[config.mk]
export PLATFORM = sky130hd
export DESIGN_NAME = adc_scan_scheduler_flat
export DESIGN_NICKNAME = d
export VERILOG_FILES = /design/src/rtl/adc_scan_if.sv /design/src/rtl/adc_scan_scheduler.sv /design/src/flat_wrapper.sv
export SDC_FILE = /design/constraint.sdc
export NUM_CORES = 1
export LEC_CHECK = 0
export CAP_MARGIN = 5
export CELL_PAD_IN_SITES_DETAIL_PLACEMENT = 1
export CELL_PAD_IN_SITES_GLOBAL_PLACEMENT = 1
export CORE_MARGIN = 2
export CORE_UTILIZATION = 39
export CTS_CLUSTER_SIZE = 20
export DETAILED_ROUTE_END_ITERATION = 8
export GPL_TIMING_DRIVEN = 0
export PLACE_DENSITY = 0.88
export REMOVE_ABC_BUFFERS = 1
export SYNTH_ARGS = -nofsm -noshare
export SYNTH_HDL_FRONTEND = slang
export SYNTH_SLANG_ARGS = --single-unit
[constraint.sdc]
create_clock -name clk -period 4.85 [get_ports clk]
set_clock_uncertainty 0.15 [all_clocks]
set_input_delay 1.455 -clock clk [delete_from_list [all_inputs] [get_ports clk]]
set_output_delay 1.455 -clock clk [all_outputs]
set_load 0.02 [all_outputs]
[src/rtl/adc_scan_if.sv]
// Shared power-monitor ADC handshake: convert request/channel out, result strobe/value back.
// The scheduler takes the master side, the ADC front end the slave side.
interface adc_scan_if #(
    parameter int CH_W   = 2,
    parameter int DATA_W = 16
);
    logic              adc_start;
    logic [CH_W-1:0]   adc_ch;
    logic              adc_data_valid;
    logic [DATA_W-1:0] adc_data_value;

    modport master (
        output adc_start,
        output adc_ch,
        input  adc_data_valid,
        input  adc_data_value
    );

    modport slave (
        input  adc_start,
        input  adc_ch,
        output adc_data_valid,
        output adc_data_value
    );
endinterface

[src/rtl/adc_scan_scheduler.sv]
// Scans enabled current-sense channels through one shared ADC at a fixed start-to-start
// interval, with a per-conversion timeout and one-hot per-channel result strobes.
module adc_scan_scheduler #(
    parameter int NUM_CH      = 4,
    parameter int CH_W        = 2,
    parameter int DATA_W      = 16,
    parameter int TIMEOUT_CYC = 1024,
    parameter int TMO_W       = 11
) (
    input  logic              clk,
    input  logic              rst,
    input  logic              enable,
    input  logic [NUM_CH-1:0] ch_enable_mask,
    input  logic [15:0]       scan_interval,
    adc_scan_if.master        adc,
    output logic [NUM_CH-1:0] ch_data_valid,
    output logic [DATA_W-1:0] ch_data_value,
    output logic              scan_done,
    output logic              adc_timeout_fail,
    input  logic              clear_timeout_fail
);

    typedef enum logic [2:0] {
        IDLE     = 3'd0,
        WAIT_IVL = 3'd1,
        START    = 3'd2,
        CONVERT  = 3'd3,
        NEXT     = 3'd4,
        FAULT    = 3'd5
    } state_t;

    state_t            state_reg, state_next;
    logic [NUM_CH-1:0] mask_reg, mask_next;
    logic [CH_W-1:0]   ch_reg, ch_next;
    logic [15:0]       ivl_cnt_reg;
    logic [TMO_W-1:0]  tmo_cnt_reg;
    logic [DATA_W-1:0] data_reg;
    logic [NUM_CH-1:0] ch_valid_reg;
    logic              done_reg;
    logic              fail_reg;

    logic              ivl_load;
    logic              capture;
    logic              done_set;
    logic              fail_set;
    logic              fail_clr;
    logic [NUM_CH-1:0] above_mask;
    logic [NUM_CH-1:0] ch_onehot;

    // Lowest set bit wins; scanning downward lets the last assignment be the lowest.
    function automatic logic [CH_W-1:0] lowest_set(input logic [NUM_CH-1:0] v);
        logic [CH_W-1:0] idx;
        idx = '0;
        for (int i = NUM_CH - 1; i >= 0; i--) begin
            if (v[i]) idx = CH_W'(i);
        end
        return idx;
    endfunction

    // Channels of the snapshot still pending in this scan, and the decode of the current one.
    for (genvar gi = 0; gi < NUM_CH; gi++) begin : g_ch
        assign above_mask[gi] = mask_reg[gi] && (CH_W'(gi) > ch_reg);
        assign ch_onehot[gi]  = (ch_reg == CH_W'(gi));
    end

    always_comb begin
        state_next = state_reg;
        mask_next  = mask_reg;
        ch_next    = ch_reg;
        ivl_load   = 1'b0;
        capture    = 1'b0;
        done_set   = 1'b0;
        fail_set   = 1'b0;
        fail_clr   = 1'b0;
        case (state_reg)
            IDLE: begin
                if (enable && (|ch_enable_mask)) begin
                    mask_next  = ch_enable_mask;
                    ch_next    = lowest_set(ch_enable_mask);
                    ivl_load   = 1'b1;
                    state_next = START;
                end
            end
            WAIT_IVL: begin
                if (!enable) begin
                    state_next = IDLE;
                end else if (ivl_cnt_reg < 16'd2) begin
                    // Counter was loaded one cycle before the previous START, so 1 means
                    // the next START lands exactly scan_interval cycles after it.
                    if (|ch_enable_mask) begin
                        mask_next  = ch_enable_mask;
                        ch_next    = lowest_set(ch_enable_mask);
                        ivl_load   = 1'b1;
                        state_next = START;
                    end else begin
                        state_next = IDLE;
                    end
                end
            end
            START: begin
                state_next = CONVERT;
            end
            CONVERT: begin
                if (adc.adc_data_valid) begin
                    capture    = 1'b1;
                    state_next = NEXT;
                end else if (tmo_cnt_reg == TMO_W'(TIMEOUT_CYC - 1)) begin
                    fail_set   = 1'b1;
                    state_next = FAULT;
                end
            end
            NEXT: begin
                if (!enable) begin
                    state_next = IDLE;
                end else if (|above_mask) begin
                    ch_next    = lowest_set(above_mask);
                    state_next = START;
                end else begin
                    done_set   = 1'b1;
                    state_next = WAIT_IVL;
                end
            end
            FAULT: begin
                if (clear_timeout_fail) begin
                    fail_clr   = 1'b1;
                    state_next = IDLE;
                end
            end
            default: begin
                state_next = IDLE;
            end
        endcase
    end

    always_ff @(posedge clk) begin
        if (rst) begin
            state_reg    <= IDLE;
            mask_reg     <= '0;
            ch_reg       <= '0;
            ivl_cnt_reg  <= '0;
            tmo_cnt_reg  <= '0;
            data_reg     <= '0;
            ch_valid_reg <= '0;
            done_reg     <= 1'b0;
            fail_reg     <= 1'b0;
        end else begin
            state_reg <= state_next;
            mask_reg  <= mask_next;
            ch_reg    <= ch_next;

            // Interval runs free from scan start so long scans simply eat into the wait.
            if (ivl_load) begin
                ivl_cnt_reg <= scan_interval;
            end else if (ivl_cnt_reg != 16'd0) begin
                ivl_cnt_reg <= ivl_cnt_reg - 16'd1;
            end

            if (state_reg == START) begin
                tmo_cnt_reg <= '0;
            end else if (state_reg == CONVERT) begin
                tmo_cnt_reg <= tmo_cnt_reg + TMO_W'(1);
            end

            if (capture) begin
                data_reg <= adc.adc_data_value;
            end
            ch_valid_reg <= capture ? ch_onehot : '0;
            done_reg     <= done_set;

            if (fail_set) begin
                fail_reg <= 1'b1;
            end else if (fail_clr) begin
                fail_reg <= 1'b0;
            end
        end
    end

    assign adc.adc_start    = (state_reg == START);
    assign adc.adc_ch       = ch_reg;
    assign ch_data_valid    = ch_valid_reg;
    assign ch_data_value    = data_reg;
    assign scan_done        = done_reg;
    assign adc_timeout_fail = fail_reg;

endmodule

[src/flat_wrapper.sv]
// flat-port wrapper written by rule: the top's interface ports become plain ports
module adc_scan_scheduler_flat 
#(
    parameter int NUM_CH      = 4,
    parameter int CH_W        = 2,
    parameter int DATA_W      = 16,
    parameter int TIMEOUT_CYC = 1024,
    parameter int TMO_W       = 11
)
  (clk, rst, enable, ch_enable_mask, scan_interval, ch_data_valid, ch_data_value, scan_done, adc_timeout_fail, clear_timeout_fail, adc_adc_start, adc_adc_ch, adc_adc_data_valid, adc_adc_data_value);
  adc_scan_if #(.CH_W(CH_W), .DATA_W(DATA_W)) adc_i ();
  input  logic clk;
  input  logic rst;
  input  logic enable;
  input  logic [NUM_CH-1:0] ch_enable_mask;
  input  logic [15:0] scan_interval;
  output logic [NUM_CH-1:0] ch_data_valid;
  output logic [DATA_W-1:0] ch_data_value;
  output logic scan_done;
  output logic adc_timeout_fail;
  input  logic clear_timeout_fail;
  output wire logic [$bits(adc_i.adc_start)-1:0] adc_adc_start;
  output wire logic [$bits(adc_i.adc_ch)-1:0] adc_adc_ch;
  input wire logic [$bits(adc_i.adc_data_valid)-1:0] adc_adc_data_valid;
  input wire logic [$bits(adc_i.adc_data_value)-1:0] adc_adc_data_value;
  assign adc_adc_start = adc_i.adc_start;
  assign adc_adc_ch = adc_i.adc_ch;
  assign adc_i.adc_data_valid = adc_adc_data_valid;
  assign adc_i.adc_data_value = adc_adc_data_value;
  adc_scan_scheduler #(.NUM_CH(NUM_CH), .CH_W(CH_W), .DATA_W(DATA_W), .TIMEOUT_CYC(TIMEOUT_CYC), .TMO_W(TMO_W)) u_core (.clk(clk), .rst(rst), .enable(enable), .ch_enable_mask(ch_enable_mask), .scan_interval(scan_interval), .adc(adc_i), .ch_data_valid(ch_data_valid), .ch_data_value(ch_data_value), .scan_done(scan_done), .adc_timeout_fail(adc_timeout_fail), .clear_timeout_fail(clear_timeout_fail));
endmodule
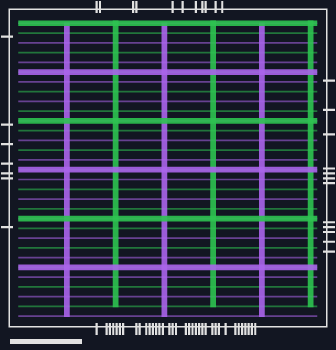
**Above:** PDN straps and rails.
The bar under the picture is 20 µm long. Pins as bars on the die edge.
Key: VSS = purple; VDD = green
6 straps on met5. 66 signal pins sit on the boundary. 6 straps on met4. 31 met1 rails follow the rows. The core has 30 rows.

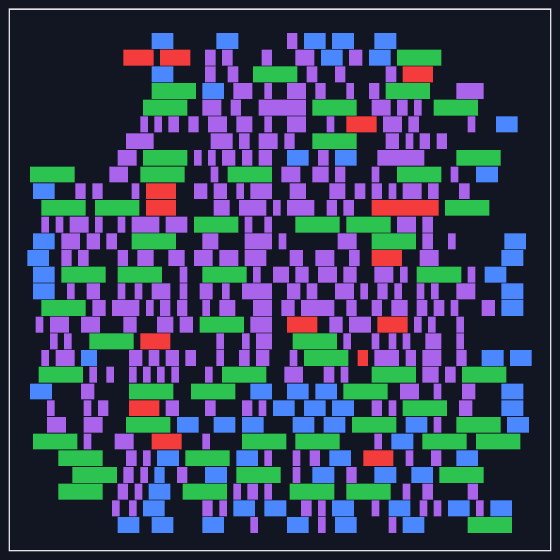
**Above:** cell classes on the final placement.
Key: clock drivers and dummy loads = red [cells 15, share of their area 6.1%]; other buffers and delay cells = blue [cells 66, share of their area 18%]; flip-flops = green [cells 57, share of their area 32%]; all other logic = purple [cells 260, share of their area 43%]

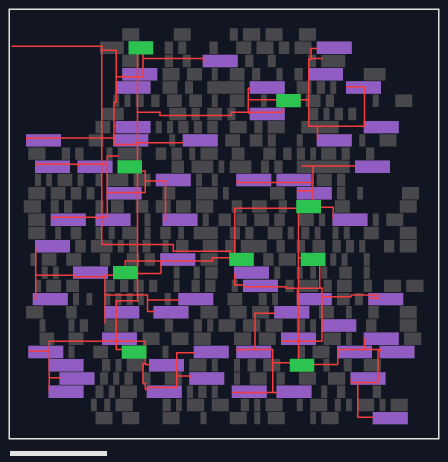
**Above:** clock network drawn from the DEF.
The bar under the picture is 20 µm long.
Key: cells driving clock nets = green [count 9]; clock wires = red [length 841 µm]; flip-flops = purple [count 57]
There are 10 routed clock nets. Position of the flops: spread over the die.

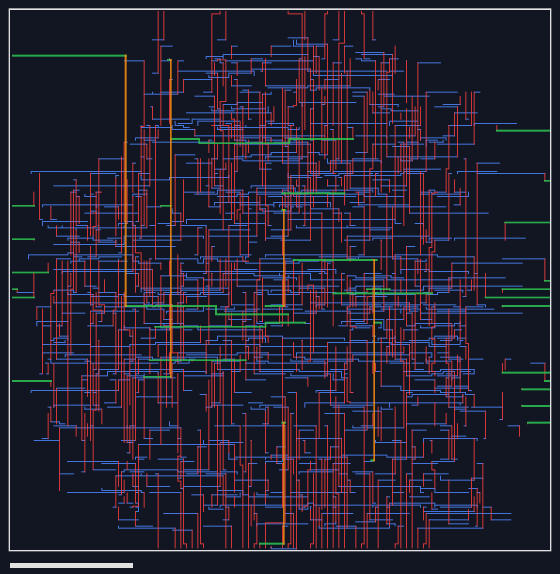
**Above:** metal layers overlaid.
The bar under the picture is 20 µm long.
Key: met3 = green [wire length 262 µm]; met2 = red [wire length 3790 µm]; met1 = blue [wire length 3480 µm]; met4 = orange [wire length 161 µm]

[synthesized netlist by cell type, drive strengths merged, types with 6 or more instances]
| master | instances |
|---|---|
| clkbuf | 11 |
| dfxtp | 57 |
| nor2 | 32 |
| nand2 | 58 |
| inv | 7 |
| a21oi | 33 |
| nor3 | 11 |
| buf | 6 |
| xnor2 | 7 |
| nand3 | 17 |
| o21ai | 12 |
| xor2 | 13 |
| nor4 | 9 |
[path summary, 6_finish.rpt]
check / to / cells past startpoint / from / slack [ps]
worst min-delay path: u_core.ch_data_value[4]$_SDFFE_PP0P_ / 2 / u_core.ch_data_value[4]$_SDFFE_PP0P_ / 310
worst min register to register: u_core.ch_data_value[4]$_SDFFE_PP0P_ / 2 / u_core.ch_data_value[4]$_SDFFE_PP0P_ / 310
worst max register to register: u_core.ivl_cnt_reg[1]$_SDFFE_PP0P_ / 5 / u_core.ivl_cnt_reg[2]$_SDFFE_PP0P_ / 2550
worst max-delay path: adc_adc_start / 3 / u_core.state_reg[2]$_SDFFE_PP0P_ / 1440
[worst max-delay path: stages, from the launching register on]
cell and delay, ps:
dfxtp_1 410, nand2b_1 280, nor2_1 160, clkdlybuf4s50_1 620
[routing by layer]
metal,vias to the layer above,GRT usage,part of all wire
met2,44,0.335,0.49
met4,0,0.0909,0.021
met1,1277,0.270,0.45
li1,1285,-,-
met3,14,0.0434,0.034
met5,-,0,0
[cells by family (layout without fill, tap and decap cells)]
kind of cell,Yosys count,count (layout),synth area share
buffers and inverters,24,88,0.0405
and+or+nand+nor,160,160,0.296
xor gates and xnor gates,20,20,0.0636
muxes,5,5,0.0186
DFF,57,57,0.415
AOI/OAI and AO/OA,65,65,0.153
adders and majority gates,3,3,0.0136
==> flow_summary.toml <==
# yosys + openroad results
[run]
warning_count = 26
drv_cap = 0

[power]
clockPowerShare = 0.290
switchingPower_mw = 0.579
power_per_cell_area_nw_per_um2 = 450

[yosys]
yosysSeqAreaShare = 0.415
yosys_warnings = 0
synthFlopType = "dfxtp_1"
syn_inst = 334
synthesis.area_um2 = 2750
postSynthAreaPerCell_um2 = 8.24
top_area_frac = 0.415
synth_area_leader_cell = "dfxtp_1"
ys_types = 55

[timing]
finalCritPeriodShare = 0.703
finalSetupTns_ps = 0

[layout]
comb_area_share = 0.410
comb_area_um2 = 1500
design_area_um2 = 3650
drive_above_1_share = 0.0930
clock_area_frac = 0.0585
diodes = 0
dominant_cells = "multi-input combinational cells"
logic_gate_count = 253
inv_count = 7
finalCoreUtilization = 0.538
final.fill_count = 826

[floorplanning]
rows = 30
die_x_um = 88.0
fp.coreArea_um2 = 6790
num_tap_cells = 96

[status]
status = "finished, final reports clean"

[clock_tree]
post_cts_buffers = 0
tritoncts = "done"
cts_resized = 0
cts.sinks = 57
cts_made_buffers = 9
holdBufCountCts = 0
cts-root-buf = "clkbuf_8"
clock_latency_ps = 340

[global_route]
track_usage = 0.208
grt.overflow.total = 0
antenna_found_initial = 0

[routing]
first_pass_iters = 4
drc = 0

[place]
io_buffers = 65
place_ws_ps = 1150
place_congestion = 0.796

[critical_path]
crit_required_ps = 3240
arrival_ps = 1810
